==> src/rtl/mem_stage.sv <==
// ---------------------------------------------------------------------------
// mem_stage -- MEM pipeline stage
//
// Performs word loads and stores over the shared bus using a
// request / grant / address-strobe / ready handshake. It also flags
// misaligned accesses and holds the MEM/WB pipeline register that the
// control unit reads.
//
// Ports
//   clk, reset_          clock; asynchronous active-low reset
//   Ex*                  EX/MEM boundary inputs (instruction valid, PC,
//                        memory op, store data, ALU result / byte address,
//                        control op, destination register, GPR write
//                        enable, upstream exception code)
//   Stall, Flush         global pipeline stall and MEM flush
//   Bus*                 shared bus master port (all strobes active low)
//   MemBusy              stall request while a bus access is in flight
//   Mem*                 MEM/WB register outputs
// ---------------------------------------------------------------------------
module mem_stage #(
    parameter int WORD_DATA_W = 32,
    parameter int WORD_ADDR_W = 30,
    parameter int REG_ADDR_W  = 5,
    parameter int EXP_W       = 3,
    parameter int CTRL_OP_W   = 2
) (
    input  logic                   clk,
    input  logic                   reset_,
    // EX/MEM boundary
    input  logic                   ExEn,
    input  logic [WORD_ADDR_W-1:0] ExPC,
    input  logic                   ExBrFlag,
    input  logic [1:0]             ExMemOp,
    input  logic [WORD_DATA_W-1:0] ExMemWrData,
    input  logic [WORD_DATA_W-1:0] ExOut,
    input  logic [CTRL_OP_W-1:0]   ExCtrlOp,
    input  logic [REG_ADDR_W-1:0]  ExDstAddr,
    input  logic                   ExGPRWE_,
    input  logic [EXP_W-1:0]       ExExpCode,
    // pipeline control
    input  logic                   Stall,
    input  logic                   Flush,
    // bus master port
    output logic                   BusReq_,
    input  logic                   BusGrnt_,
    output logic                   BusAs_,
    output logic                   BusRw,
    output logic [WORD_ADDR_W-1:0] BusAddr,
    output logic [WORD_DATA_W-1:0] BusWrData,
    input  logic [WORD_DATA_W-1:0] BusRdData,
    input  logic                   BusRdy_,
    // stall request
    output logic                   MemBusy,
    // MEM/WB register
    output logic                   MemEn,
    output logic [WORD_ADDR_W-1:0] MemPC,
    output logic                   MemBrFlag,
    output logic [CTRL_OP_W-1:0]   MemCtrlOp,
    output logic [REG_ADDR_W-1:0]  MemDstAddr,
    output logic                   MemGPRWE_,
    output logic [EXP_W-1:0]       MemExpCode,
    output logic [WORD_DATA_W-1:0] MemOut
);

    localparam logic [1:0]       OP_LDW       = 2'd1;
    localparam logic [1:0]       OP_STW       = 2'd2;
    localparam logic [EXP_W-1:0] EXP_NONE     = '0;
    localparam logic [EXP_W-1:0] EXP_MISALIGN = EXP_W'(4);

    typedef enum logic [1:0] {
        ST_IDLE,
        ST_REQ,
        ST_ACCESS,
        ST_DONE
    } state_t;

    state_t                 state_reg;
    logic [WORD_DATA_W-1:0] rd_buf_reg;

    // ------------------------------------------------------------------
    // Access qualification
    // ------------------------------------------------------------------
    logic is_mem_op;
    logic is_load;
    logic is_store;
    logic misalign;
    logic access;

    assign is_load   = (ExMemOp == OP_LDW);
    assign is_store  = (ExMemOp == OP_STW);
    assign is_mem_op = is_load | is_store;
    assign misalign  = is_mem_op & (ExOut[1:0] != 2'b00);
    // An upstream exception suppresses the bus request even when the
    // address is also misaligned.
    assign access    = ExEn & is_mem_op & (ExExpCode == EXP_NONE) & ~misalign & ~Flush;

    // ------------------------------------------------------------------
    // Bus FSM and read buffer
    // ------------------------------------------------------------------
    always_ff @(posedge clk or negedge reset_) begin
        if (!reset_) begin
            state_reg  <= ST_IDLE;
            rd_buf_reg <= '0;
        end else begin
            case (state_reg)
                ST_IDLE: begin
                    if (access) state_reg <= ST_REQ;
                end
                ST_REQ: begin
                    // Flush wins over a grant arriving in the same cycle.
                    if (Flush)          state_reg <= ST_IDLE;
                    else if (!BusGrnt_) state_reg <= ST_ACCESS;
                end
                ST_ACCESS: begin
                    // Flush cannot abort a started transfer; the result is
                    // dropped by the MEM/WB bubble instead.
                    if (!BusRdy_) begin
                        rd_buf_reg <= BusRdData;
                        state_reg  <= Stall ? ST_DONE : ST_IDLE;
                    end
                end
                ST_DONE: begin
                    // Wait here with the data parked so the same
                    // instruction is never issued to the bus twice.
                    if (!Stall) state_reg <= ST_IDLE;
                end
                default: state_reg <= ST_IDLE;
            endcase
        end
    end

    // ------------------------------------------------------------------
    // Bus outputs and busy. The request is raised combinationally in IDLE
    // so grant can arrive one cycle earlier. Everything is gated by reset_
    // so an asserted reset forces idle values at once, even while the EX
    // inputs still describe a memory access.
    // ------------------------------------------------------------------
    logic req_active;
    logic as_active;
    logic busy_active;

    assign req_active  = ((state_reg == ST_IDLE) & access) |
                         (state_reg == ST_REQ) |
                         (state_reg == ST_ACCESS);
    assign as_active   = reset_ & (state_reg == ST_ACCESS);
    assign busy_active = ((state_reg == ST_IDLE) & access) |
                         (state_reg == ST_REQ) |
                         ((state_reg == ST_ACCESS) & BusRdy_);

    assign BusReq_   = ~(reset_ & req_active);
    assign BusAs_    = ~as_active;
    assign BusRw     = as_active ? is_load : 1'b1;
    assign BusAddr   = as_active ? ExOut[WORD_ADDR_W+1:2] : '0;
    assign BusWrData = as_active ? ExMemWrData : '0;
    assign MemBusy   = reset_ & busy_active;

    // ------------------------------------------------------------------
    // MEM/WB register
    // ------------------------------------------------------------------
    logic [WORD_DATA_W-1:0] load_data;
    logic [EXP_W-1:0]       exp_code_next;
    logic                   gprwe_n_next;
    logic [WORD_DATA_W-1:0] out_next;

    // Live bus data on the completion cycle, parked copy once in DONE.
    assign load_data     = (state_reg == ST_DONE) ? rd_buf_reg : BusRdData;
    assign exp_code_next = (ExExpCode != EXP_NONE) ? ExExpCode :
                           misalign                ? EXP_MISALIGN : EXP_NONE;
    assign gprwe_n_next  = ((exp_code_next != EXP_NONE) | is_store) ? 1'b1 : ExGPRWE_;
    assign out_next      = (is_load & (exp_code_next == EXP_NONE)) ? load_data : ExOut;

    always_ff @(posedge clk or negedge reset_) begin
        if (!reset_) begin
            MemEn      <= 1'b0;
            MemPC      <= '0;
            MemBrFlag  <= 1'b0;
            MemCtrlOp  <= '0;
            MemDstAddr <= '0;
            MemGPRWE_  <= 1'b1;
            MemExpCode <= '0;
            MemOut     <= '0;
        end else if (!Stall) begin
            if (Flush || !ExEn) begin
                MemEn      <= 1'b0;
                MemPC      <= '0;
                MemBrFlag  <= 1'b0;
                MemCtrlOp  <= '0;
                MemDstAddr <= '0;
                MemGPRWE_  <= 1'b1;
                MemExpCode <= '0;
                MemOut     <= '0;
            end else begin
                MemEn      <= ExEn;
                MemPC      <= ExPC;
                MemBrFlag  <= ExBrFlag;
                MemCtrlOp  <= ExCtrlOp;
                MemDstAddr <= ExDstAddr;
                MemGPRWE_  <= gprwe_n_next;
                MemExpCode <= exp_code_next;
                MemOut     <= out_next;
            end
        end
    end

endmodule

==> config.mk <==
export PLATFORM = sky130hd
export DESIGN_NAME = mem_stage
export DESIGN_NICKNAME = d
export VERILOG_FILES = /design/src/rtl/mem_stage.sv
export SDC_FILE = /design/constraint.sdc
export NUM_CORES = 1
export LEC_CHECK = 0
export CELL_PAD_IN_SITES_DETAIL_PLACEMENT = 0
export CELL_PAD_IN_SITES_GLOBAL_PLACEMENT = 1
export CORE_MARGIN = 1.5
export CORE_UTILIZATION = 32
export CTS_CLUSTER_DIAMETER = 30
export DETAILED_ROUTE_END_ITERATION = 8
export PLACE_DENSITY_LB_ADDON = 0.1
export SLEW_MARGIN = 20
export SYNTH_ARGS = -nofsm -noshare
export SYNTH_HDL_FRONTEND = slang
export SYNTH_SLANG_ARGS = --single-unit
==> constraint.sdc <==
create_clock -name clk -period 2.6 [get_ports clk]
set_clock_uncertainty 0.1 [all_clocks]
set_input_delay 0.39 -clock clk [delete_from_list [all_inputs] [get_ports clk]]
set_output_delay 0.39 -clock clk [all_outputs]
set_load 0.01 [all_outputs]
Figure 1. Signal wires on met4.
(4 px per um) Supply wires on this layer in grey. Cells faint in the background.
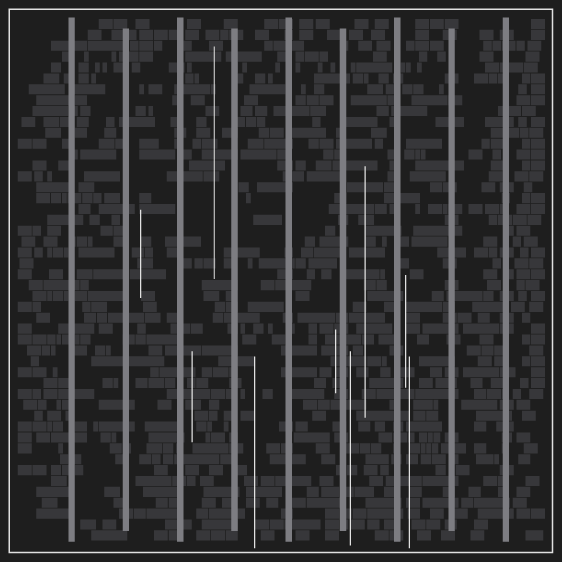
7 nets have wire on it. The layer holds 1.7% of the routed length. The layer carries 352 um of wire. The wires run mostly vertical.

Figure 2. Clock nets.
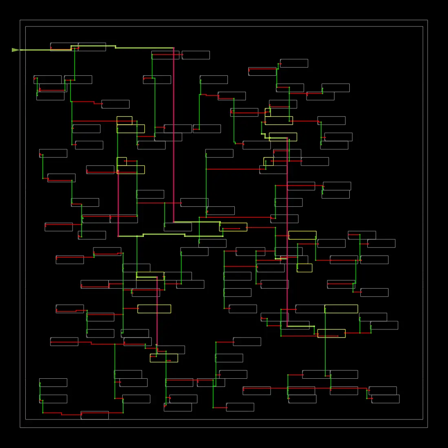
total CTS buffers: 9
Power Clock: 1.57 mW
sequential cell count: 109
# clk buffers: 11

Figure 3. Where the registers sit.
(3 px per um)
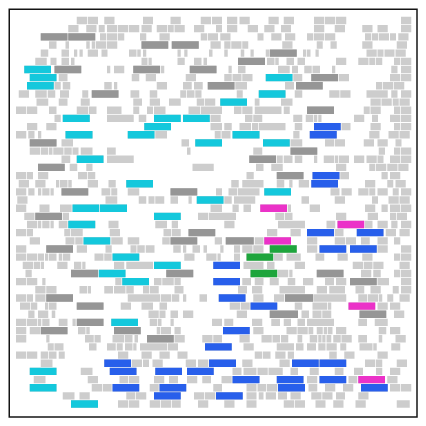
Key: green = `MemExpCode` [sequential cells 3]; blue = `MemPC` [sequential cells 30]; magenta = `MemDstAddr` [sequential cells 5, where middle right]; cyan = `rd_buf_reg` [sequential cells 32]
Another 39 sequential cells are not coloured.

==> impl_metrics.tcl <==
# metrics dict for downstream scripts
set metrics [dict create \
    synth_area_leader_cell "dfrtp_1" \
    yosys.area.top_type_share_pct 48.2 \
    port_buffers 287 \
    ys_area_um2 5610 \
    start_kind "primary input" \
    ys_seq_share_pct 48.6 \
    fp_util_pct 32.6 \
    power.total_mw 4.48 \
    fp-row-count 48 \
    slew_violations 0 \
    first_global_vias 5332 \
    fp_nets 686 \
    vias 5424 \
    ff_type "dfrtp_1" \
    dieArea_um2 18300 \
    max_freq_ghz 0.396 \
    antenna_found_initial 2 \
    gp_congestion 0.831 \
    dp_slack_ns -0.215 \
    power.density_nw_per_um2 488 \
    status "finished, final reports clean" \
    drc 0 \
    fin_cells 1038 \
    grt_remaining_overflow 0 \
    worstReg2RegEnd "rd_buf_reg[2]" \
    ys_types 37 \
    syn_area_per_cell_um2 10.4 \
    num-nets-final 955 \
    top_cells_by_count "108 x dfrtp_1, 94 x and3_1, 66 x nand2_1" \
    grt_pass1_wl_um 31900 \
    post_cts_resized 4 \
    clock_sinks 109 \
    cp-end-kind "output pin" \
    path_clk_slew_ns 0.07 \
    drive_gt1_share_pct 11.5 \
    worstPathArrival_ns 2.04 \
    num-fill-cells 1510 \
    dpl.hpwl_um 15200 \
    edf_count 0 \
    wire_per_inst_um 20.5 \
    hold_buffers 1 \
    critPathKind "in2out" \
    async_flop_share_pct 100 \
    core-area_um2 17200 \
    yosysWarnings 0 \
]
cell usage in the layout (no fill, tap or decap), types with 3 or more instances in the layout:
cell type | netlist | layout
clkdlybuf4s50_1 | 0 | 282
o2111ai_1 | 32 | 32
a22o_1 | 41 | 41
o211ai_1 | 32 | 32
nand2_1 | 66 | 66
mux2_1 | 3 | 3
mux2_2 | 29 | 29
inv_1 | 5 | 5
buf_12 | 0 | 6
clkbuf_16 | 0 | 9
buf_4 | 4 | 27
dfrtp_1 | 108 | 106
a21boi_0 | 33 | 33
and3_1 | 94 | 94
area by class of cell:
class / instances / area share (%)
inverters: 5 / 0.204
clock buffers: 11 / 2.75
multi-input cells: 358 / 28.1
repair buffers: 323 / 35.2
clock inverters: 5 / 0.899
flip-flops and latches: 109 / 29.7
well taps: 225 / 3.07
diodes: 2 / 0.0545
critical path, delay by kind of cell:
family	cells	cell delay (ns)
simple gates	2	0.73
compound gates	1	0.06
buf+inv	3	0.86
power by group:
group	switching, mW	internal, mW
Sequential	0.112	1.93
Clock	0.666	0.901
Combinational	0.343	0.531
per-layer routing:
metal	wire length [um]	GRT usage, %	up-vias
met1	8620	28.0	2674
met2	10800	40.3	194
met3	1440	5.39	19
met4	351	7.77	0
met5	0	0	-
li1	-	-	2537
worst max-delay path by stage:
stage,start,to,slack (ns)
final,ExOut[0],BusReq_,0.07
after detailed placement,Flush,MemBusy,-0.22
after CTS,state_reg[0],BusAddr[0],0.007
after floorplan,Flush,MemBusy,0.80
after global placement,Flush,MemBusy,-0.22
after global routing,state_reg[0],BusWrData[18],0.03
cells by family after synthesis:
group | Yosys count | synth area share (%)
fa+ha+maj | 2 | 0.446
compound gates | 149 | 21.5
buf+inv | 70 | 6.00
simple gates | 175 | 17.0
flops | 109 | 48.6
mux | 32 | 6.42
Power and IR drop assume default switching activity.
